Figure 1. I/O nets highlighted.
Drawn at 6 px/micron.
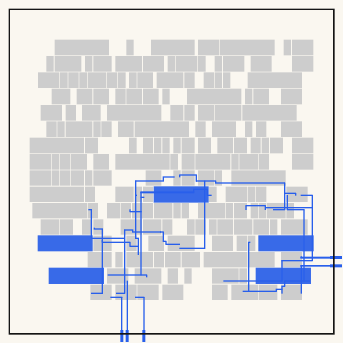
Figure 2. Clock routing.
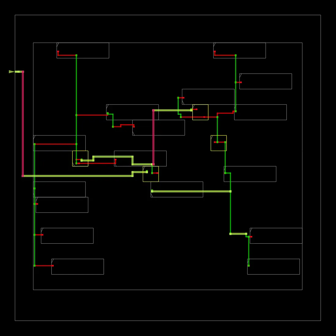
Figure 3. Gate families picked out.
Drawn at 10 px/micron.
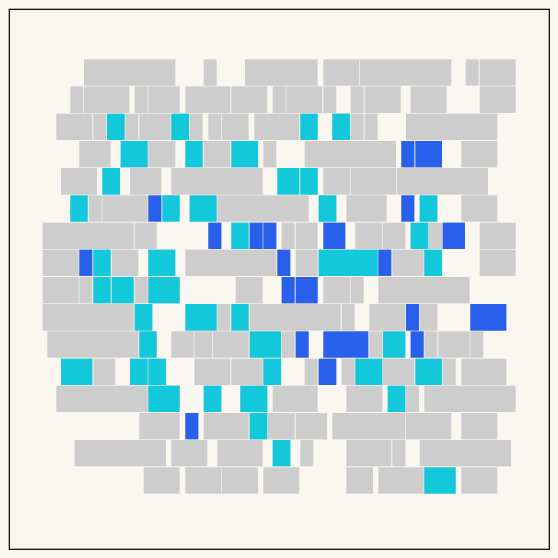
Figure 4. Register map, names as in the netlist.
Drawn at 6 px/micron.
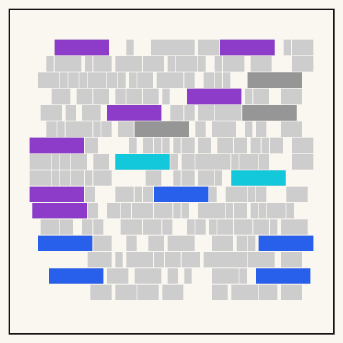
[src/rtl/owner_cash_retrieve.sv]
// Owner-mode cash retrieval unit: accumulates customer deposits and, on owner
// request, drains the accumulator into a saturating retrieved-total register.
module owner_cash_retrieve #(
  parameter int ACC_W   = 5,
  parameter int TOTAL_W = 7,
  parameter int STEP    = 1
) (
  input  logic               clk,
  input  logic               rst,
  input  logic               mode,
  input  logic               deposit_valid,
  input  logic [ACC_W-1:0]   deposit_amt,
  input  logic               retrieve_req,
  input  logic               clear_total,
  output logic               redLight,
  output logic [ACC_W-1:0]   machineAcc_out,
  output logic [TOTAL_W-1:0] totalMoneyRetrieve_out,
  output logic               retrieve_done,
  output logic               overflow
);

  typedef enum logic [1:0] {
    IDLE  = 2'd0,
    DRAIN = 2'd1,
    DONE  = 2'd2
  } state_t;

  localparam logic [ACC_W-1:0]   ACC_MAX   = '1;
  localparam logic [TOTAL_W-1:0] TOTAL_MAX = '1;
  localparam logic [ACC_W-1:0]   STEP_V    = ACC_W'(STEP);

  state_t             state, state_nx;
  logic [ACC_W-1:0]   acc_nx;
  logic [TOTAL_W-1:0] total_nx;
  logic               ovf_nx;
  logic               done_nx;

  logic [ACC_W:0]     dep_sum;
  logic [ACC_W-1:0]   mv;
  logic [TOTAL_W:0]   tot_sum;

  // Sums carry one extra bit so a set MSB means the destination would clip.
  assign dep_sum = {1'b0, machineAcc_out} + {1'b0, deposit_amt};
  assign mv      = (machineAcc_out < STEP_V) ? machineAcc_out : STEP_V;
  assign tot_sum = {1'b0, totalMoneyRetrieve_out} + (TOTAL_W+1)'(mv);

  always_comb begin
    // NOTE: every signal gets a default first so no path leaves it unassigned,
    // which would otherwise infer a latch.
    state_nx = state;
    acc_nx   = machineAcc_out;
    total_nx = totalMoneyRetrieve_out;
    ovf_nx   = overflow;
    done_nx  = 1'b0;

    unique case (state)
      IDLE: begin
        if (!mode) begin
          if (deposit_valid) begin
            if (dep_sum[ACC_W]) begin
              acc_nx = ACC_MAX;
              ovf_nx = 1'b1;
            end else begin
              acc_nx = dep_sum[ACC_W-1:0];
            end
          end
        end else if (retrieve_req) begin
          if (machineAcc_out == '0) done_nx  = 1'b1;
          else                      state_nx = DRAIN;
        end else if (clear_total) begin
          total_nx = '0;
          ovf_nx   = 1'b0;
        end
      end

      DRAIN: begin
        // Leaving owner mode aborts without performing this cycle's transfer.
        if (!mode) begin
          state_nx = IDLE;
        end else begin
          acc_nx = machineAcc_out - mv;
          if (tot_sum[TOTAL_W]) begin
            total_nx = TOTAL_MAX;
            ovf_nx   = 1'b1;
          end else begin
            total_nx = tot_sum[TOTAL_W-1:0];
          end
          if (acc_nx == '0) begin
            state_nx = DONE;
            done_nx  = 1'b1;
          end
        end
      end

      DONE:    state_nx = IDLE;
      default: state_nx = IDLE;
    endcase
  end

  // NOTE: state and outputs are registered with non-blocking assignments so
  // every flop samples the pre-edge values of the others.
  always_ff @(posedge clk or posedge rst) begin
    if (rst) begin
      state                  <= IDLE;
      redLight               <= 1'b0;
      machineAcc_out         <= '0;
      totalMoneyRetrieve_out <= '0;
      retrieve_done          <= 1'b0;
      overflow               <= 1'b0;
    end else begin
      state                  <= state_nx;
      redLight               <= (state_nx != IDLE);
      machineAcc_out         <= acc_nx;
      totalMoneyRetrieve_out <= total_nx;
      retrieve_done          <= done_nx;
      overflow               <= ovf_nx;
    end
  end

endmodule

[config.mk]
export PLATFORM = sky130hd
export DESIGN_NAME = owner_cash_retrieve
export DESIGN_NICKNAME = d
export VERILOG_FILES = /design/src/rtl/owner_cash_retrieve.sv
export SDC_FILE = /design/constraint.sdc
export NUM_CORES = 1
export LEC_CHECK = 0
export CAP_MARGIN = 0
export CORE_MARGIN = 3
export CORE_UTILIZATION = 57
export CTS_BUF_LIST = sky130_fd_sc_hd__clkbuf_4
export DETAILED_ROUTE_END_ITERATION = 10
export PLACE_DENSITY = 0.89
export SLEW_MARGIN = 15
export SYNTH_ARGS = -nofsm -noshare
export SYNTH_HDL_FRONTEND = slang
export SYNTH_SLANG_ARGS = --single-unit
[constraint.sdc]
create_clock -name clk -period 3.9 [get_ports clk]
set_clock_uncertainty 0.05 [all_clocks]
set_input_delay 0.78 -clock clk [delete_from_list [all_inputs] [get_ports clk]]
set_output_delay 0.78 -clock clk [all_outputs]
set_load 0.02 [all_outputs]
==> GITHUB_STEP_SUMMARY <==
### Flow metrics

| Metric | Value |
|---|---|
| VDD IR-drop max | `roughly 0.41 mV` |
| Grt ovf | `0` |
| Synth Area per Inst | `a little under 9 sq um` |
| Core utilization at floorplan | `approximately 63%` |
| Max-Slew Margin vs Limit | `54.10%` |
| Fin. max-slew vios | `0` |
| Die height | `53.85 microns` |
| Yosys stat area | `about 0.0013 sq mm` |
| CTS tree | `done` |
| ANT nets after route | `0` |
| Worst slew pin tran | `687.7 ps` |
| Power density cells | `634.1 mW/mm^2` |
| Post-synth ARST share | `100.0%` |
| Status | `completed` |
| Initial antenna violation count | `0` |
| Clock Path Buffers | `2` |
| Root Buffer | `clkbuf_4` |
| WS Path Type | `reg2reg` |
| Setup crit end kind | `flop` |
| Seq share, synth | `32.60%` |
| Num rows | `16` |
| Yosys top cell by area | `dfrtp_1` |
| Mapped Cells | `150` |
| Top cells by area, synth | `dfrtp_1, ha_1, a21oi_1` |
| Worst-path maximum fanout | `7` |
| Hold Crit Class | `reg2reg` |
| Period utilization | `between 60% and 70%` |
| Setup TNS | `0 ps` |
| Most used DFF post-synth | `dfrtp_1` |
| Core area | `0.002062 sq mm` |
| WP data required | `4030 ps` |
| Log Warnings | `27` |
| Critical path launch point type | `flop` |
| WL per Instance | `14.79 microns` |
| Post-CTS Setup Inserts | `0` |
| Worst path max stage delay | `approximately 500 ps` |
| Synth-to-Final Area Change | `24.93%` |
| Insertion Delay late pin | `about 300 ps` |
| Pleak | `0.7586 nW` |
| Hold Fails Final Rpt | `0` |
| EDFF count, synth | `0` |
| Worst Path Arrival | `approximately 2800 ps` |
| RSZ-0062 raised after global routing | `false` |
| DRC Markers | `0` |
| Crit path cell chain | `nor3_2 -> nand3_1 -> ha_1 -> fa_1 -> a211o_1 -> o211ai_1 -> nand2b_1 -> a31oi_1 -> a21oi_1` |
| RD Place Congestion | `around 0.92` |
| Max Clock Freq | `between 300 and 400 MHz` |
| Post-Synthesis Cell Area | `0.001305 sq mm` |
| HPWL after DPL | `2377 microns` |
| Slowest library cell on the worst path | `dfrtp_1` |
| Cts hold-fix bufs | `0` |
| WP buf/inv | `0` |
| Commonest cells in the synthesized netlist | `dfrtp_1, nand2_1, nor2_1` |
| Initial DRC count | `roughly 50` |
| Die X | `53.85 microns` |
| Max-cap violations | `0` |
| Number of library cell types mapped by synthesis | `42` |
| Nets | `208` |
| Depth of the CTS H-tree | `1` |
| Clk slew on worst S/H paths | `about 90 ps` |
| YS warnings | `0` |
| Tot Pwr | `1.034 mW` |
| Top-area cell type share of the netlist area | `32.60%` |
| CTS resizes | `0` |
| Most common cell in the synthesized netlist | `dfrtp_1` |
| First-pass GRT wire length | `just over 5000 microns` |
| Vias in the first global route | `1209` |
| Setup-failing EPs final | `0` |
| CP top delay family | `adder cells` |
| Ys cells | `~150` |
| Largest net degree at the start of global routing | `18` |
| WL final | `3092 microns` |
| DR vias/cell | `6.067` |
About Figure 1:
| color | port | bits | direction | end cells | buffers | wire |
|---|---|---|---|---|---|---|
| blue | machineAcc_out | 5 | output | 5 | 5 | 274 microns |
PortBufs: 25
I/O pin total: 26

About Figure 2:
Flop Count: 17
Clk power: 0.104 mW
clk sinks: 17
clock buf count: 4
Inserted Clock Buffers: 3

About Figure 3:
| color | family | cells | most used |
|---|---|---|---|
| cyan | inverting AOI/OAI gates | 43 | a21oi_1 |
| blue | NOR gates | 21 | nor2_1 |
combinational share of cell area: 51.88%
non-filler instance count after layout: 209
most numerous logic cell after layout: clkdlybuf4s50_1

About Figure 4:
| color | signal | sequential cells |
|---|---|---|
| purple | totalMoneyRetrieve_out | 7 |
| cyan | state | 2 |
| blue | machineAcc_out | 5 |
not colored: 3
register area: 425.4 sq um
Final Core Density: 79.07%

[placed cells by master (no fill, tap or decap), types with 2 or more instances in the layout]
cell type        count
clkdlybuf4s50_1     25
dfrtp_1             17
nand2_1             15
nor2_1              14
a21oi_1             13
o21ai_1             12
ha_1                12
inv_1               11
conb_1               5
a21o_1               4
nand2b_1             4
clkbuf_4             4
nor2b_1              3
o211ai_1             3
xor2_1               3
a211o_1              3
a31oi_1              3
a211oi_1             2
xnor2_1              2
o2111ai_1            2
nand3_1              2
fa_1                 2
[final cells by class]
| class | instances | area (sq um) |
|---|---|---|
| inverters | 12 | 45.04 |
| multi-input cells | 124 | 845.8 |
| clock buffers | 4 | 30.03 |
| well taps | 27 | 33.78 |
| fillers | 141 | 431.7 |
| repair buffers | 25 | 250.2 |
| flip-flops and latches | 17 | 425.4 |
[stage by stage]
step                      instance area [sq um]  hold slack (ps)  cells  worst slack, ps
after floorplan                            1320            548.9    154             1496
final                                      1630            467.4    209             1187
after detailed placement                   1600            447.5    205             1231
after global placement                     1600            429.6    205             1280
after CTS                                  1630            470.9    209             1220
after global routing                       1630            499.7    209             1017
[report_power, final]
| group | internal [mW] | total (mW) | switching (mW) |
|---|---|---|---|
| registers | 0.230 | 0.302 | 0.0725 |
| logic | 0.291 | 0.627 | 0.336 |
| clock network | 0.0468 | 0.104 | 0.0574 |
| total | 0.567 | 1.03 | 0.466 |
[kinds of logic after synthesis]
family / share of synthesized area [%]
other: 0.2874
flip-flops: 32.60
adder cells (fa/ha/maj): 14.57
XOR/XNOR: 3.356
buffers and inverters: 3.739
AND-OR/OR-AND: 26.37
AND/OR/NAND/NOR: 18.22
multiplexers: 0.8628
[path summary, 6_finish.rpt]
path	from	to	slack (ps)	depth (start not counted)
max in group asynchronous	rst	machineAcc_out[3]	2530	2
worst max register to register	machineAcc_out[2]	totalMoneyRetrieve_out[6]	1190	9
worst min register to register	totalMoneyRetrieve_out[2]	totalMoneyRetrieve_out[2]	470	2
min in group asynchronous	rst	totalMoneyRetrieve_out[0]	830	2
worst max-delay path	machineAcc_out[2]	totalMoneyRetrieve_out[6]	1190	9
worst min-delay path	totalMoneyRetrieve_out[2]	totalMoneyRetrieve_out[2]	470	2
[sequential cells by signal, summed over array words and instances, names as in the netlist]
signal                  count
totalMoneyRetrieve_out      7
machineAcc_out              5
state                       2
overflow                    1
redLight                    1
retrieve_done               1
[per-layer routing]
metal	vias to the layer above	wire length (microns)	GRT usage (%)
li1	604	-	-
met1	608	1382	31.65
met2	50	1468	40.32
met3	6	194	6.094
met4	0	46	8.936
met5	-	0	0
[tightest hold or removal path, cell delays in order (launching register included)]
cell	delay, ps
dfrtp_1	380
nand2_1	60
nand2_1	50
Power figures rest on the tool's default switching activity, not on a simulated workload.
